## config.mk

```make
export PLATFORM = sky130hd
export DESIGN_NAME = ethernet_reply_header_engine
export DESIGN_NICKNAME = d
export VERILOG_FILES = /design/src/rtl/eth_reply_pkg.sv /design/src/rtl/eth_csum16_fold.sv /design/src/rtl/ethernet_reply_header_engine.sv
export SDC_FILE = /design/constraint.sdc
export NUM_CORES = 2
export LEC_CHECK = 0
export ABC_AREA = 1
export CORE_MARGIN = 1
export CORE_UTILIZATION = 24
export CTS_BUF_LIST = sky130_fd_sc_hd__clkbuf_16
export CTS_CLUSTER_DIAMETER = 100
export DETAILED_ROUTE_END_ITERATION = 10
export HOLD_SLACK_MARGIN = 0.02
export PLACE_DENSITY = 0.41
export SLEW_MARGIN = 20
export SYNTH_ARGS = -nofsm -noshare
export SYNTH_HDL_FRONTEND = slang
export SYNTH_HIERARCHICAL = 1
export SYNTH_SLANG_ARGS = --single-unit
```

## constraint.sdc

```tcl
create_clock -name i_clk -period 34.5 [get_ports i_clk]
set_input_delay 3.45 -clock i_clk [delete_from_list [all_inputs] [get_ports i_clk]]
set_output_delay 3.45 -clock i_clk [all_outputs]
set_load 0.1 [all_outputs]
```

## src/rtl/eth_reply_pkg.sv

```systemverilog
// eth_reply_pkg: header constants, byte offsets, reply types and ones-complement helpers
package eth_reply_pkg;
    localparam logic [15:0] ETH_ARP = 16'h0806;
    localparam logic [15:0] ETH_IPV4 = 16'h0800;
    localparam logic [7:0] IP_VER_IHL = 8'h45;
    localparam logic [7:0] PROTO_ICMP = 8'd1;
    localparam logic [7:0] PROTO_UDP = 8'd17;
    localparam logic [7:0] ICMP_ECHO_REQ = 8'd8;
    localparam logic [15:0] ICMP_TYPE_ADJ = 16'h0800;
    localparam logic [15:0] ARP_REQ = 16'd1;
    localparam logic [15:0] ARP_REPLY = 16'd2;
    localparam int OFF_ETH_DST = 0;
    localparam int OFF_ETH_SRC = 6;
    localparam int OFF_ETH_TYPE = 12;
    localparam int OFF_IP = 14;
    localparam int OFF_TTL = 22;
    localparam int OFF_PROTO = 23;
    localparam int OFF_IP_CSUM = 24;
    localparam int OFF_IP_SRC = 26;
    localparam int OFF_IP_DST = 30;
    localparam int OFF_L4 = 34;
    localparam int OFF_ARP_OPER = 20;
    localparam int OFF_ARP_SHA = 22;
    localparam int OFF_ARP_SPA = 28;
    localparam int OFF_ARP_THA = 32;
    localparam int OFF_ARP_TPA = 38;
    typedef enum logic [1:0] {RT_ARP = 2'd0, RT_ICMP = 2'd1, RT_UDP = 2'd2} reply_type_e;
    function automatic logic [15:0] ones_add(input logic [15:0] a, input logic [15:0] b);
        logic [16:0] s;
        s = {1'b0, a} + {1'b0, b};
        return s[15:0] + {15'd0, s[16]};
    endfunction
    function automatic logic [15:0] fold20(input logic [19:0] raw);
        logic [16:0] s;
        s = {1'b0, raw[15:0]} + {13'd0, raw[19:16]};
        return s[15:0] + {15'd0, s[16]};
    endfunction
endpackage

```

## src/rtl/eth_csum16_fold.sv

```systemverilog
// eth_csum16_fold: double end-around-carry fold of a 20-bit ones-complement sum
module eth_csum16_fold
    import eth_reply_pkg::*;
(
    input  logic [19:0] raw,
    output logic [15:0] folded
);
    assign folded = fold20(raw);
endmodule

```

## src/rtl/ethernet_reply_header_engine.sv

```systemverilog
// ethernet_reply_header_engine: two-stage ARP/ICMP/UDP reply header builder with backpressure
module ethernet_reply_header_engine
    import eth_reply_pkg::*;
#(
    parameter logic [47:0] FPGA_MAC = 48'h211abcdef112,
    parameter logic [31:0] FPGA_IP = 32'hC0000186,
    parameter int HEAD_BYTES = 42,
    parameter logic [2:0] EN_MASK = 3'b111,
    parameter logic [7:0] REPLY_TTL = 8'd64,
    parameter logic [15:0] UDP_CSUM = 16'h0000,
    parameter int CNT_W = 16
) (
    input  logic                    i_clk,
    input  logic                    i_reset,
    input  logic                    i_head_valid,
    output logic                    o_head_ready,
    input  logic [HEAD_BYTES*8-1:0] i_head,
    output logic                    o_reply_valid,
    input  logic                    i_reply_ready,
    output logic [HEAD_BYTES*8-1:0] o_reply,
    output logic [1:0]              o_reply_type,
    output logic                    o_drop,
    output logic [CNT_W-1:0]        o_cnt_arp,
    output logic [CNT_W-1:0]        o_cnt_icmp,
    output logic [CNT_W-1:0]        o_cnt_udp,
    output logic [CNT_W-1:0]        o_cnt_drop
);
    localparam int W = HEAD_BYTES * 8;

    function automatic int msb(input int k);
        return (HEAD_BYTES - k) * 8 - 1;
    endfunction

    logic en, accept, is_ip, ip_for_us, hit_arp, hit_icmp, hit_udp, match, s1_valid;
    logic [19:0] raw_sum, s1_sum;
    logic [15:0] ip_csum;
    logic [W-1:0] s1_head, reply;
    reply_type_e cls, s1_type;

    assign en = !o_reply_valid || i_reply_ready;
    assign o_head_ready = en;
    assign accept = i_head_valid && en;

    // The IP sum already reflects the reply header: TTL replaced, checksum field zeroed
    always_comb begin
        is_ip = i_head[msb(OFF_ETH_TYPE) -: 16] == ETH_IPV4 && i_head[msb(OFF_IP) -: 8] == IP_VER_IHL;
        ip_for_us = is_ip && i_head[msb(OFF_IP_DST) -: 32] == FPGA_IP;
        hit_arp = EN_MASK[0] && i_head[msb(OFF_ETH_TYPE) -: 16] == ETH_ARP
                  && i_head[msb(OFF_ARP_OPER) -: 16] == ARP_REQ && i_head[msb(OFF_ARP_TPA) -: 32] == FPGA_IP;
        hit_icmp = EN_MASK[1] && ip_for_us && i_head[msb(OFF_PROTO) -: 8] == PROTO_ICMP
                   && i_head[msb(OFF_L4) -: 8] == ICMP_ECHO_REQ;
        hit_udp = EN_MASK[2] && ip_for_us && i_head[msb(OFF_PROTO) -: 8] == PROTO_UDP;
        match = hit_arp || hit_icmp || hit_udp;
        cls = hit_arp ? RT_ARP : hit_icmp ? RT_ICMP : RT_UDP;
        raw_sum = {4'd0, REPLY_TTL, i_head[msb(OFF_PROTO) -: 8]};
        for (int i = 0; i < 10; i++)
            if (i != 4 && i != 5) raw_sum = raw_sum + {4'd0, i_head[msb(OFF_IP + 2 * i) -: 16]};
    end

    eth_csum16_fold u_fold (.raw(s1_sum), .folded(ip_csum));

    always_comb begin
        reply = s1_head;
        reply[msb(OFF_ETH_DST) -: 48] = s1_head[msb(OFF_ETH_SRC) -: 48];
        if (s1_type == RT_ARP) begin
            reply[msb(OFF_ETH_SRC) -: 48] = FPGA_MAC;
            reply[msb(OFF_ARP_OPER) -: 16] = ARP_REPLY;
            reply[msb(OFF_ARP_SHA) -: 48] = FPGA_MAC;
            reply[msb(OFF_ARP_SPA) -: 32] = FPGA_IP;
            reply[msb(OFF_ARP_THA) -: 48] = s1_head[msb(OFF_ARP_SHA) -: 48];
            reply[msb(OFF_ARP_TPA) -: 32] = s1_head[msb(OFF_ARP_SPA) -: 32];
        end else begin
            reply[msb(OFF_ETH_SRC) -: 48] = s1_head[msb(OFF_ETH_DST) -: 48];
            reply[msb(OFF_TTL) -: 8] = REPLY_TTL;
            reply[msb(OFF_IP_CSUM) -: 16] = ~ip_csum;
            reply[msb(OFF_IP_SRC) -: 32] = s1_head[msb(OFF_IP_DST) -: 32];
            reply[msb(OFF_IP_DST) -: 32] = s1_head[msb(OFF_IP_SRC) -: 32];
            if (s1_type == RT_ICMP) begin
                reply[msb(OFF_L4) -: 8] = 8'd0;
                reply[msb(OFF_L4 + 2) -: 16] = ones_add(s1_head[msb(OFF_L4 + 2) -: 16], ICMP_TYPE_ADJ);
            end else begin
                reply[msb(OFF_L4) -: 16] = s1_head[msb(OFF_L4 + 2) -: 16];
                reply[msb(OFF_L4 + 2) -: 16] = s1_head[msb(OFF_L4) -: 16];
                reply[msb(OFF_L4 + 6) -: 16] = UDP_CSUM;
            end
        end
    end

    always_ff @(posedge i_clk or posedge i_reset)
        if (i_reset) begin
            s1_valid <= 1'b0;
            s1_type <= RT_ARP;
            s1_head <= '0;
            s1_sum <= '0;
            o_reply_valid <= 1'b0;
            o_reply <= '0;
            o_reply_type <= 2'd0;
            o_drop <= 1'b0;
            o_cnt_arp <= '0;
            o_cnt_icmp <= '0;
            o_cnt_udp <= '0;
            o_cnt_drop <= '0;
        end else begin
            o_drop <= accept && !match;
            o_cnt_drop <= o_cnt_drop + CNT_W'(accept && !match);
            if (en) begin
                s1_valid <= accept && match;
                if (accept && match) begin
                    s1_head <= i_head;
                    s1_type <= cls;
                    s1_sum <= raw_sum;
                end
                o_reply_valid <= s1_valid;
                if (s1_valid) begin
                    o_reply <= reply;
                    o_reply_type <= s1_type;
                end
                o_cnt_arp <= o_cnt_arp + CNT_W'(s1_valid && s1_type == RT_ARP);
                o_cnt_icmp <= o_cnt_icmp + CNT_W'(s1_valid && s1_type == RT_ICMP);
                o_cnt_udp <= o_cnt_udp + CNT_W'(s1_valid && s1_type == RT_UDP);
            end
        end
endmodule

```

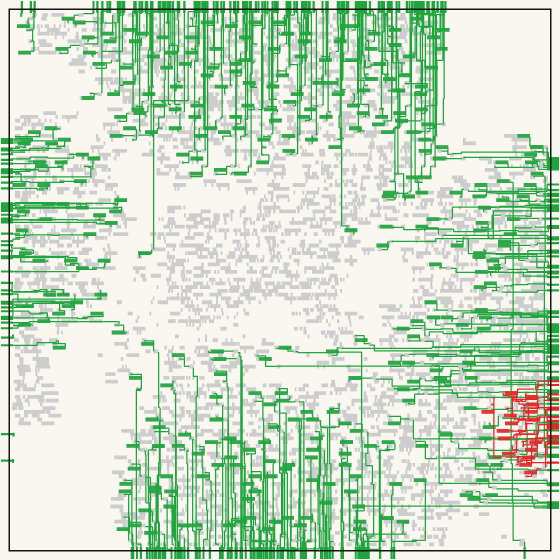
Fig. 1. Port wiring.
port	color	direction	edge	end cells	wire
`o_cnt_arp`	red	output	right	16	689 µm
`o_reply`	green	output	129 top, 88 bottom, 74 right, 45 left	335	23.8 mm

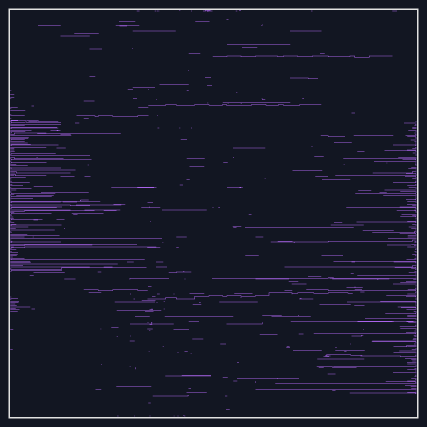
Fig. 2. Signal wires on met3.
nets with wire on the layer	431
share of all routed wire	6.7%
main direction	horizontal
wire length on this layer	10,200 µm

==> reports/metrics.yaml <==
sta:
  rsz0062_at_grt: "no"
  setup_tns_ns: 0
  finalHoldViolations: 0
  worst_slew_pin_slew_ns: 1.219
  post-route-period-util_pct: 26.80
  slew-limit-headroom_pct: 18.49
  setup_ws_ns: 25.25
  finClkSkew_ns: 0.02707
  setup_viol: 0
  slew_viol_final: 0
routing:
  dr.pass1.iters: 7
  vias: 29680
  highest_layer: "met5"
  routed_wl_um: 152000
  wl_met2_um: 71940
  drc_errors: 0
  wl_met3_um: 10150
  drt_iter0_drc: 1724
  ant_nets: 0
  avgRoutedWirePerCell_um: 22.71
grt:
  met2_usage_pct: 32.49
  antenna_found_initial: 42
  grt.busiest_layer: "met2"
  grt_start_max_net_pins: 186
  met3_usage_pct: 5.803
  grt_remaining_overflow: 0
  grt_pass1_wl_um: 219300
setup_path:
  r2r_start: "o_reply_valid$_DFFE_PP0N_"
  path_delay_family: "buffers and inverters"
  ff2ff_path_depth: 10
  end_kind: "output port"
  r2r-end: "s1_head[263]$_DFFE_PP0P_"
  worst-path-stages: 4
  critical_path.startpoint: "i_reply_ready"
  max_stage_delay_ns: 1.09
  cpMostUsedCell: "clkdlybuf4s50_1"
cts:
  h-tree-depth: 3
  cts_max_path_buffers: 3
  clock_latency_ns: 0.70
  clock-root-buffer: "clkbuf_16"
  clkSinkCount: 757
  cts_hold_buf: 0
  cts_buffers: 97
yosys:
  synthFlopType: "dfrtp_1"
  ys_area_um2: 35820
  ys_sh_aoi_pct: 5.883
  yosysCellCount: 4008
  xor_area_share_pct: 1.834
  avgSynthCellArea_um2: 8.936
  edf_count: 0
  top_area_share_pct: 52.89
  yosys_warnings: 6
  synth.yosys.seq_area_share_pct: 52.89
  netlist_instances: 4008
  area_leaders: "dfrtp_1 53%, nand2_1 14%, nand3_1 6.1%"
  netlist_top_cells_count: "1,365 x nand2_1, 757 x dfrtp_1, 436 x nand3_1, 384 x inv_1, 197 x nor2_1"
  synth.cell_area_um2: 35820
  ys_ff: 757
floorplanning:
  die_h_um: 388.3
  core-area_um2: 147800
  dieArea_um2: 150800
  fp_util_pct: 24.23
  placementRows: 141
pwr:
  pg_seq_mw: 0.926
  power_leader: "clock"
  power.density_nw_per_um2: 55.02
  leakage_nw: 23.48
  p_int_mw: 1.706
  total_power_mw: 2.635
  power_clock_mw: 0.977
  comb_power_share_pct: 27.8
  switching_share_pct: 35.26
  pg_comb_mw: 0.732
  power.switching_mw: 0.9290
cells_and_area:
  seq_cells: 757
  top_regs: "s1_head x336, o_reply x330, s1_sum x20"
  clkbuf_count: 99
  fin_util_pct: 32.39
  fin_nets: 5167
  antennaDiodeCount: 9
  clkCellAreaFrac_pct: 6.275
  syn_to_final_growth_pct: 33.71
  logic_area_um2: 14380
  nNonClkInverters: 399
  n_all_buffers: 771
  largest_register_ffs: 336
outcome:
  status: "finished clean"
place:
  place_congestion: 0.8497
  place_inst: 6508
  place_area_um2: 44870
  dp_slack_ns: 25.22
  portBuffers: 739
worst_hold_path:
  holdPathEnd: "s1_head[235]$_DFFE_PP0P_"
  hp-class: "reg -> reg"
run:
  warning_count: 42
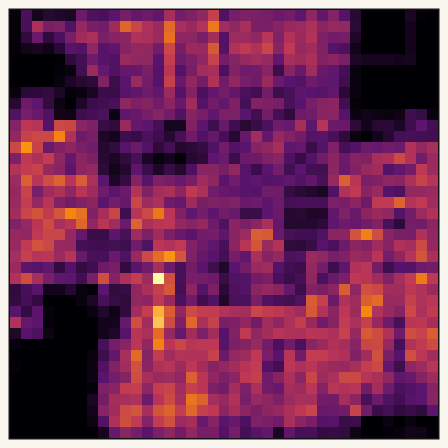
Fig. 3. Wiring heat map.
The die is cut into 39 by 39 equal tiles; black is low, pale yellow is high, scaled to the fullest tile. Values are wire area over tile area, all layers added.
densest ninth of the die	bottom middle
mean over tiles	0.16
tiles over half the peak	11%
nearly empty tiles	11%

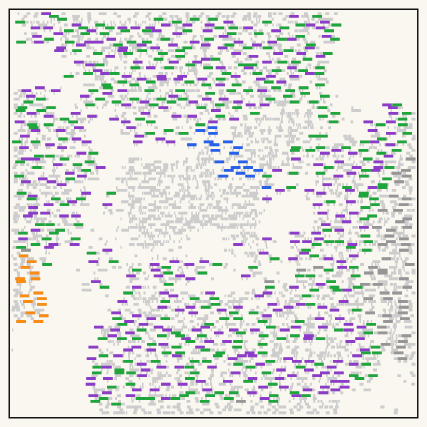
Fig. 4. Where the registers sit.
Other sequential cells in the stronger gray, the rest of the logic in the fainter gray.
signal	color	sequential cells
`o_cnt_drop`	orange	16
`s1_sum`	blue	20
`o_reply`	green	330
`s1_head`	purple	336
not colored	55

Power figures rest on the tool's default switching activity, not on a simulated workload.
